===== config.mk =====
export PLATFORM = sky130hd
export DESIGN_NAME = avalon_pio_in_debounced
export DESIGN_NICKNAME = d
export VERILOG_FILES = /design/src/rtl/avalon_pio_in_debounced.sv
export SDC_FILE = /design/constraint.sdc
export NUM_CORES = 1
export LEC_CHECK = 0
export CAP_MARGIN = 5
export CORE_MARGIN = 2
export CORE_UTILIZATION = 41
export DETAILED_ROUTE_END_ITERATION = 10
export GPL_TIMING_DRIVEN = 0
export SLEW_MARGIN = 40
export SYNTH_ARGS = -nofsm -noshare
export SYNTH_HDL_FRONTEND = slang
export SYNTH_SLANG_ARGS = --single-unit

===== constraint.sdc =====
create_clock -name clk -period 1.57 [get_ports clk]
set_input_delay 0.3925 -clock clk [delete_from_list [all_inputs] [get_ports clk]]
set_output_delay 0.3925 -clock clk [all_outputs]
set_load 0.01 [all_outputs]

===== src/rtl/avalon_pio_in_debounced.sv =====
// ---------------------------------------------------------------------------
// avalon_pio_in_debounced
//
// Avalon-MM input PIO with per-channel synchronizer, debounce filter and
// edge-capture interrupt. Each of the WIDTH inputs goes through a chain of
// SYNC_STAGES flops. It then goes through a debounce filter that can be
// bypassed per channel. Debounced transitions of the selected polarity set
// write-1-to-clear capture bits. Those bits raise a maskable level interrupt.
//
// Register map (word address, read latency 1):
//   0 DATA          debounced state, read-only
//   1 RAW           synchronized input (last sync stage), read-only
//   2 IRQ_MASK      read/write
//   3 EDGE_CAPTURE  read, write-1-to-clear
//   4 DB_EN         per-channel debounce enable, read/write (resets to ones)
//   others          read 0, writes ignored
//
// Ports:
//   clk         system clock
//   reset_n     synchronous active-low reset
//   address     Avalon word address
//   chipselect  Avalon chipselect
//   write_n     Avalon write strobe, active-low
//   writedata   Avalon write data (bits above WIDTH ignored)
//   readdata    Avalon read data, registered every clock
//   irq         level interrupt, active-high
//   in_port     asynchronous external inputs
//
// Parameters:
//   WIDTH            number of channels (1..32)
//   SYNC_STAGES      synchronizer depth (>=2)
//   DEBOUNCE_CYCLES  cycles a change must persist before db follows (>=1)
//   EDGE_TYPE        0 = rising, 1 = falling, 2 = any edge
// ---------------------------------------------------------------------------
module avalon_pio_in_debounced #(
   parameter int WIDTH           = 10,
   parameter int SYNC_STAGES     = 2,
   parameter int DEBOUNCE_CYCLES = 16,
   parameter int EDGE_TYPE       = 2
) (
   input  logic             clk,
   input  logic             reset_n,
   input  logic [2:0]       address,
   input  logic             chipselect,
   input  logic             write_n,
   input  logic [31:0]      writedata,
   output logic [31:0]      readdata,
   output logic             irq,
   input  logic [WIDTH-1:0] in_port
);

   // Counter only has to reach DEBOUNCE_CYCLES-1, so clog2 bits suffice.
   localparam int CNT_W = (DEBOUNCE_CYCLES > 1) ? $clog2(DEBOUNCE_CYCLES) : 1;
   localparam logic [CNT_W-1:0] CNT_LAST = CNT_W'(DEBOUNCE_CYCLES - 1);

   localparam logic [2:0] ADDR_DATA     = 3'd0;
   localparam logic [2:0] ADDR_RAW      = 3'd1;
   localparam logic [2:0] ADDR_IRQ_MASK = 3'd2;
   localparam logic [2:0] ADDR_CAPTURE  = 3'd3;
   localparam logic [2:0] ADDR_DB_EN    = 3'd4;

   // ------------------------------------------------------------------
   // Synchronizer chain
   // ------------------------------------------------------------------
   logic [SYNC_STAGES-1:0][WIDTH-1:0] sync_q;
   logic [WIDTH-1:0]                  sync_s;

   always_ff @(posedge clk) begin
      if (!reset_n) begin
         sync_q <= '0;
      end else begin
         sync_q[0] <= in_port;
         for (int k = 1; k < SYNC_STAGES; k++) begin
            sync_q[k] <= sync_q[k-1];
         end
      end
   end

   assign sync_s = sync_q[SYNC_STAGES-1];

   // ------------------------------------------------------------------
   // Register file state
   // ------------------------------------------------------------------
   logic [WIDTH-1:0] db_q;
   logic [WIDTH-1:0] db_d;
   logic [WIDTH-1:0] db_en_q;
   logic [WIDTH-1:0] db_en_d;
   logic [WIDTH-1:0] irq_mask_q;
   logic [WIDTH-1:0] irq_mask_d;
   logic [WIDTH-1:0] edge_capture_q;
   logic [WIDTH-1:0] edge_capture_d;
   logic [WIDTH-1:0] ev;
   logic [31:0]      readdata_q;
   logic [31:0]      readdata_d;

   // ------------------------------------------------------------------
   // Per-channel debounce filter
   // ------------------------------------------------------------------
   // The counter measures how many consecutive cycles the synchronized
   // input has disagreed with db. Any agreement (a bounce back) clears it.
   // With the filter bypassed, db tracks the synchronizer every cycle and
   // the counter sits at zero. Re-enabling therefore always starts a
   // fresh count.
   genvar gi;
   generate
      for (gi = 0; gi < WIDTH; gi++) begin : g_chan
         logic [CNT_W-1:0] cnt_q;
         logic [CNT_W-1:0] cnt_d;
         logic             db_nxt;

         always_comb begin
            cnt_d  = '0;
            db_nxt = db_q[gi];
            if (!db_en_q[gi]) begin
               db_nxt = sync_s[gi];
            end else if (sync_s[gi] != db_q[gi]) begin
               if (cnt_q == CNT_LAST) begin
                  db_nxt = sync_s[gi];
               end else begin
                  cnt_d = cnt_q + 1'b1;
               end
            end
         end

         always_ff @(posedge clk) begin
            if (!reset_n) begin
               cnt_q <= '0;
            end else begin
               cnt_q <= cnt_d;
            end
         end

         assign db_d[gi] = db_nxt;
      end
   endgenerate

   // ------------------------------------------------------------------
   // Edge detection on the debounced value: fires in the cycle db is
   // about to change, so the capture bit sets on the same edge as db.
   // ------------------------------------------------------------------
   generate
      if (EDGE_TYPE == 0) begin : g_ev_rise
         assign ev = db_d & ~db_q;
      end else if (EDGE_TYPE == 1) begin : g_ev_fall
         assign ev = ~db_d & db_q;
      end else begin : g_ev_any
         assign ev = db_d ^ db_q;
      end
   endgenerate

   // ------------------------------------------------------------------
   // Avalon write decode
   // ------------------------------------------------------------------
   logic             wr_en;
   logic [WIDTH-1:0] wdata;
   logic             unused_wdata;

   assign wr_en = chipselect & ~write_n;
   assign wdata = writedata[WIDTH-1:0];
   // Upper write-data bits carry no meaning for narrow configurations.
   assign unused_wdata = ^writedata;

   always_comb begin
      irq_mask_d     = irq_mask_q;
      db_en_d        = db_en_q;
      edge_capture_d = edge_capture_q;

      if (wr_en && (address == ADDR_IRQ_MASK)) begin
         irq_mask_d = wdata;
      end
      if (wr_en && (address == ADDR_DB_EN)) begin
         db_en_d = wdata;
      end
      if (wr_en && (address == ADDR_CAPTURE)) begin
         edge_capture_d = edge_capture_q & ~wdata;
      end
      // OR-ing events in after the clear lets a coincident event win
      // over a W1C on the same bit, so no edge is ever lost.
      edge_capture_d = edge_capture_d | ev;
   end

   // ------------------------------------------------------------------
   // Read mux, registered every clock regardless of chipselect
   // ------------------------------------------------------------------
   always_comb begin
      readdata_d = '0;
      case (address)
         ADDR_DATA:     readdata_d[WIDTH-1:0] = db_q;
         ADDR_RAW:      readdata_d[WIDTH-1:0] = sync_s;
         ADDR_IRQ_MASK: readdata_d[WIDTH-1:0] = irq_mask_q;
         ADDR_CAPTURE:  readdata_d[WIDTH-1:0] = edge_capture_q;
         ADDR_DB_EN:    readdata_d[WIDTH-1:0] = db_en_q;
         default:       readdata_d = '0;
      endcase
   end

   // ------------------------------------------------------------------
   // State registers
   // ------------------------------------------------------------------
   always_ff @(posedge clk) begin
      if (!reset_n) begin
         db_q           <= '0;
         db_en_q        <= '1;
         irq_mask_q     <= '0;
         edge_capture_q <= '0;
         readdata_q     <= '0;
      end else begin
         db_q           <= db_d;
         db_en_q        <= db_en_d;
         irq_mask_q     <= irq_mask_d;
         edge_capture_q <= edge_capture_d;
         readdata_q     <= readdata_d;
      end
   end

   assign readdata = readdata_q;
   assign irq      = |(edge_capture_q & irq_mask_q);

endmodule


Figure 1. Placement by cell class.
Scale: 3 px per µm. Fill, decap, tap and diode cells in grey.
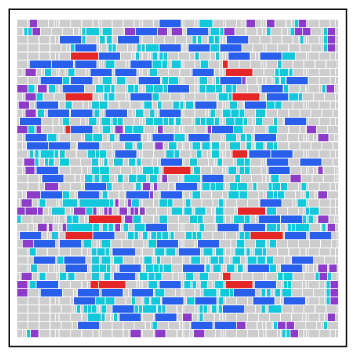
legend:
  cyan:
    class: combinational and other logic
    cells: 377
    share_of_their_area: 43%
  blue:
    class: flops
    cells: 110
    share_of_their_area: 40%
  purple:
    class: other buffers and delay cells
    cells: 82
    share_of_their_area: 11%
  red:
    class: clock drivers and dummy loads
    cells: 16
    share_of_their_area: 5.8%

Figure 2. Signal wires on met3.
Scale: 4 px per µm.
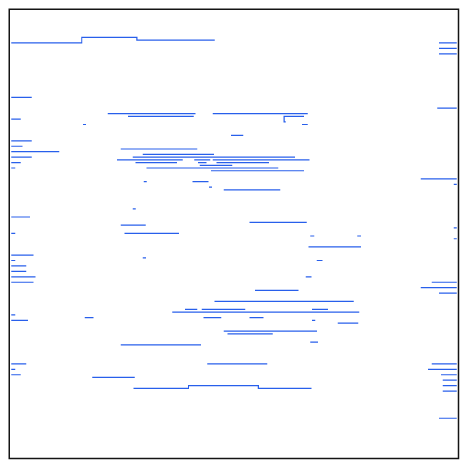
share of all routed wire: 6.6%
main direction: horizontal
wire length on this layer: 799 µm
nets with wire on the layer: 68
longest straight run: 46.5 µm

Figure 3. Sizing map.
Scale: 3 px per µm.
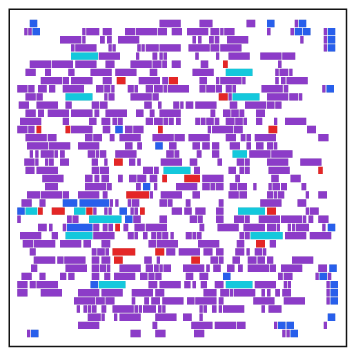
legend:
  red:
    size: _2 cells
    cells: 24
    share: 4.1%
  cyan:
    size: _6 and larger
    cells: 14
    share: 2.4%
  purple:
    size: _0 and _1 cells
    cells: 515
    share: 88%
  blue:
    size: _3 and _4 cells
    cells: 32
    share: 5.5%
synth-to-layout area growth: 20.02%
post-route cell area: 0.005732 mm²
final worst slack: -0.2401 ns
buffers outside the clock class: 82

Figure 4. Routing congestion map.
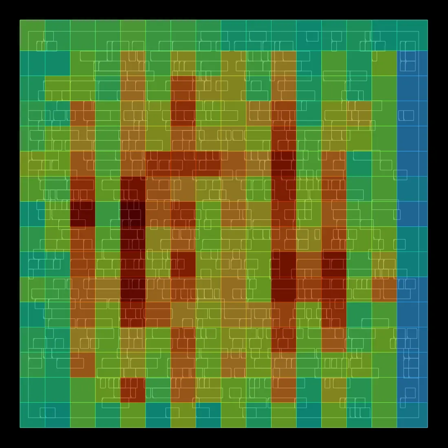
GRT busiest layer: met2
overall routing resource usage: 19.86%
met2 GRT Util: 30.59%

Figure 5. Gate-type map.
Scale: 3 px per µm.
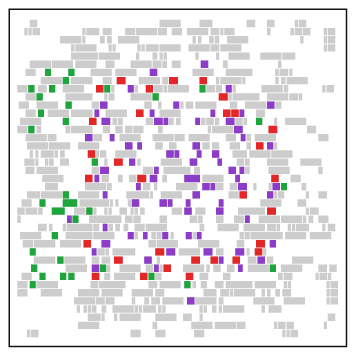
legend:
  purple:
    family: inverting AOI/OAI gates
    cells: 75
    most_used: a21boi_0
    where: centre
  red:
    family: AND-OR and OR-AND gates
    cells: 31
    most_used: o21a_1
  green:
    family: AND and OR gates
    cells: 34
    most_used: and2_1

[cell families after synthesis]
kind of cell,share of synthesized area [%]
buffers and inverters,7.755
adders and majority gates,2.620
AOI/OAI and AO/OA,15.35
DFF,46.11
and+or+nand+nor,20.49
xor gates and xnor gates,5.502
muxes,2.096
other,0.07852
[critical path, delay by kind of cell, from the launching register on]
kind / cells / cell delay [ns]
compound gates: 2 / 0.39
flops: 1 / 0.34
buf+inv: 1 / 0.18
simple gates: 1 / 0.15
[power groups by stage]
stage | sequential [mW] | combinational (mW) | clock [mW]
after detailed placement | 2.94 | 0.444 | 0
after global routing | 2.88 | 0.484 | 2.65
after global placement | 2.94 | 0.435 | 0
after CTS | 2.87 | 0.441 | 2.52
final | 2.88 | 0.452 | 2.47
after floorplan | 2.93 | 0.260 | 0
[stage by stage]
stage	instance area [µm²]	util (%)	setup WS, ns	cells	TNS [ns]
3_5_place_dp	5393	47.43	-0.8547	715	-33.57
2_1_floorplan	4855	-	0.1058	537	0
3_3_place_gp	5384	47.35	-0.8539	715	-31.65
6_report	5732	50.41	-0.2401	728	-0.2401
4_1_cts	5718	50.29	-0.2459	730	-0.2459
5_1_grt	5732	50.41	-0.3104	728	-0.3104
[worst paths after layout]
check	start	endpoint	slack, ns	cells past startpoint
max reg2reg	g_chan[6].cnt_q[0]$_SDFF_PP0_	db_q[6]$_SDFF_PN0_	0.37	4
min reg2reg	sync_q[5]$_SDFF_PN0_	sync_s[5]$_SDFF_PN0_	0.43	1
min	sync_q[5]$_SDFF_PN0_	sync_s[5]$_SDFF_PN0_	0.43	1
max	edge_capture_q[6]$_SDFF_PN0_	irq	-0.24	4
[layout make-up]
class | instances | share of cell area [%]
sequential | 110 | 38.46
buffer | 46 | 5.086
clock inverter | 6 | 1.484
inverter | 21 | 1.375
multi-input combinational | 356 | 40.36
timing repair buffer | 36 | 5.938
clock buffer | 10 | 4.169
tap | 143 | 3.122
[sequential cells by signal, summed over array words and instances (netlist names)]
name,flops
g_chan.cnt_q,40
db_en_q,10
db_q,10
edge_capture_q,10
irq_mask_q,10
readdata,10
sync_q,10
sync_s,10
[synth_stat cells, drive strengths merged (3+ instances only)]
library cell	count	share of area (%)
dfxtp	110	46
nand3	40	4.2
nor2	40	3.1
buf	31	4.6
nand3b	30	4.7
and2	21	2.8
inv	21	1.7
o21ai	21	2.2
a21boi	20	3.1
nand2	20	1.6
o21a	20	3.1
xor2	20	3.7
clkbuf	19	1.5
nand4	11	1.4
a21oi	10	1.0
a31o	10	1.8
a31oi	10	1.3
and3	10	1.3
ha	10	2.6
mux2i	10	2.1
o32ai	10	1.8
xnor2	10	1.8
a22oi	3	0.47
[per-layer routing]
| metal | wire length, µm | part of all wire, % | GRT usage (%) | vias up |
|---|---|---|---|---|
| met2 | 5437 | 45 | 30.59 | 133 |
| met4 | 262 | 2.2 | 10.04 | 0 |
| met5 | 0 | 0 | 0 | - |
| met3 | 799 | 6.6 | 4.409 | 20 |
| met1 | 5541 | 46 | 26.24 | 1817 |
| li1 | - | - | - | 1887 |
==> job_summary.md <==
### Yosys + OpenROAD results

| Metric | Value |
|---|---|
| CTS Hold Bufs | 0 |
| Gate Area | 0.002313 mm² |
| Yosys warns | 0 |
| Post-cts sizing count | 26 |
| Worst vdd ir | 606.6 µV |
| Most frequent logic cells in the routed design | 108 x dfxtp_1, 40 x nand3_1, 40 x nor2_1, 30 x nand3b_1, 24 x buf_4 |
| Max_slew headroom | 45.53% |
| Post-Route Skew | 0.008861 ns |
| Hold Slack | 0.4333 ns |
| First-pass GRT wire length | 19180 µm |
| Sequential Area | 0.002205 mm² |
| Sw Ratio | 22.94% |
| CP required | 1.18 ns |
| DR vias/cell | 5.298 |
| Chip area | 0.01253 mm² |
| Synthesized flop and latch total | 110 |
| Syn Area/Cell | 9.255 µm² |
| Asr flop ratio synth | 0% |
| Commonest Layout Cell | dfxtp_1 |
| Diode count | 0 |
| Clock share of power | 42.7% |
| WL/cell | 16.54 µm |
| Number of global-route vias before repair | 3745 |
| GPL Wtd Cong | 0.8982 |
| Final hold vios | 0 |
| RSZ-0062 raised after global routing | true |
| Tot Pwr | 5.801 mW |
| Die width | 111.9 µm |
| CP Capture Type | primary output |
| Layout fillers | 1097 |
| EDFF count, synth | 0 |
| Failing checks | negative setup slack |
| Area reported by Yosys stat | 0.004776 mm² |
| 1st-iter DRT viols | 260 |
| Clock Sinks | 110 |
| Nets@finish | 639 |
| Final setup fails | 1 |
| Die H | 111.9 µm |
| H-Tree Depth | 3 |
| Maximum clock frequency | 552.5 MHz |
| Slowest library cell on the worst path | dfxtp_2 |
| Final worst slack | -0.2401 ns |
| Power share of the combinational group | 7.8% |
| PD cells | 1012 mW/mm² |
| Core Area | 0.01137 mm² |
| Final Cycle Share | 115.3% |
| Port bufs | 35 |
| Drt pass-1 iters | 5 |
| Final ANT Viol Nets | 0 |
| CP arrival | 1.42 ns |
| Vias | 3857 |
| Post-synth seq share | 46.11% |
| DP HPWL | 8099 µm |
| Critical path launch point type | register |
| Max-slew violations | 0 |
| Cell Rows | 39 |
| Switching power | 1.331 mW |
| Critical-path cell list | a22o_1 > a221oi_2 > nand4_1 > buf_2 |
| Antenna violations before repair | 0 |
| Floorplan Utilization | 42.01% |
| Internal power | 4.470 mW |
| Mapped cell area | 0.004776 mm² |
| DR DRC count | 0 |
| Share of cells above drive strength 1 | 11.97% |
| Postcts setup bufs | 1 |
| Status | finished, violations left |
| CTS Buf Count | 9 |
| Tool warnings | 50 |
| Cell variety after synth | 37 |
| CTS Root Cell | clkbuf_16 |
| Congestion Overflow GR | 0 |
| Worst Path Class, Setup | register to primary output |
| Largest net degree at the start of global routing | 18 |
| Clk_lat worst skew | 0.36 ns |
| CTS tree | built |
| Crit-path max FO | 3 |
| Slowest stage delay, CP | 0.34 ns |
No activity file was given, so power comes from the tool's default toggle rates.
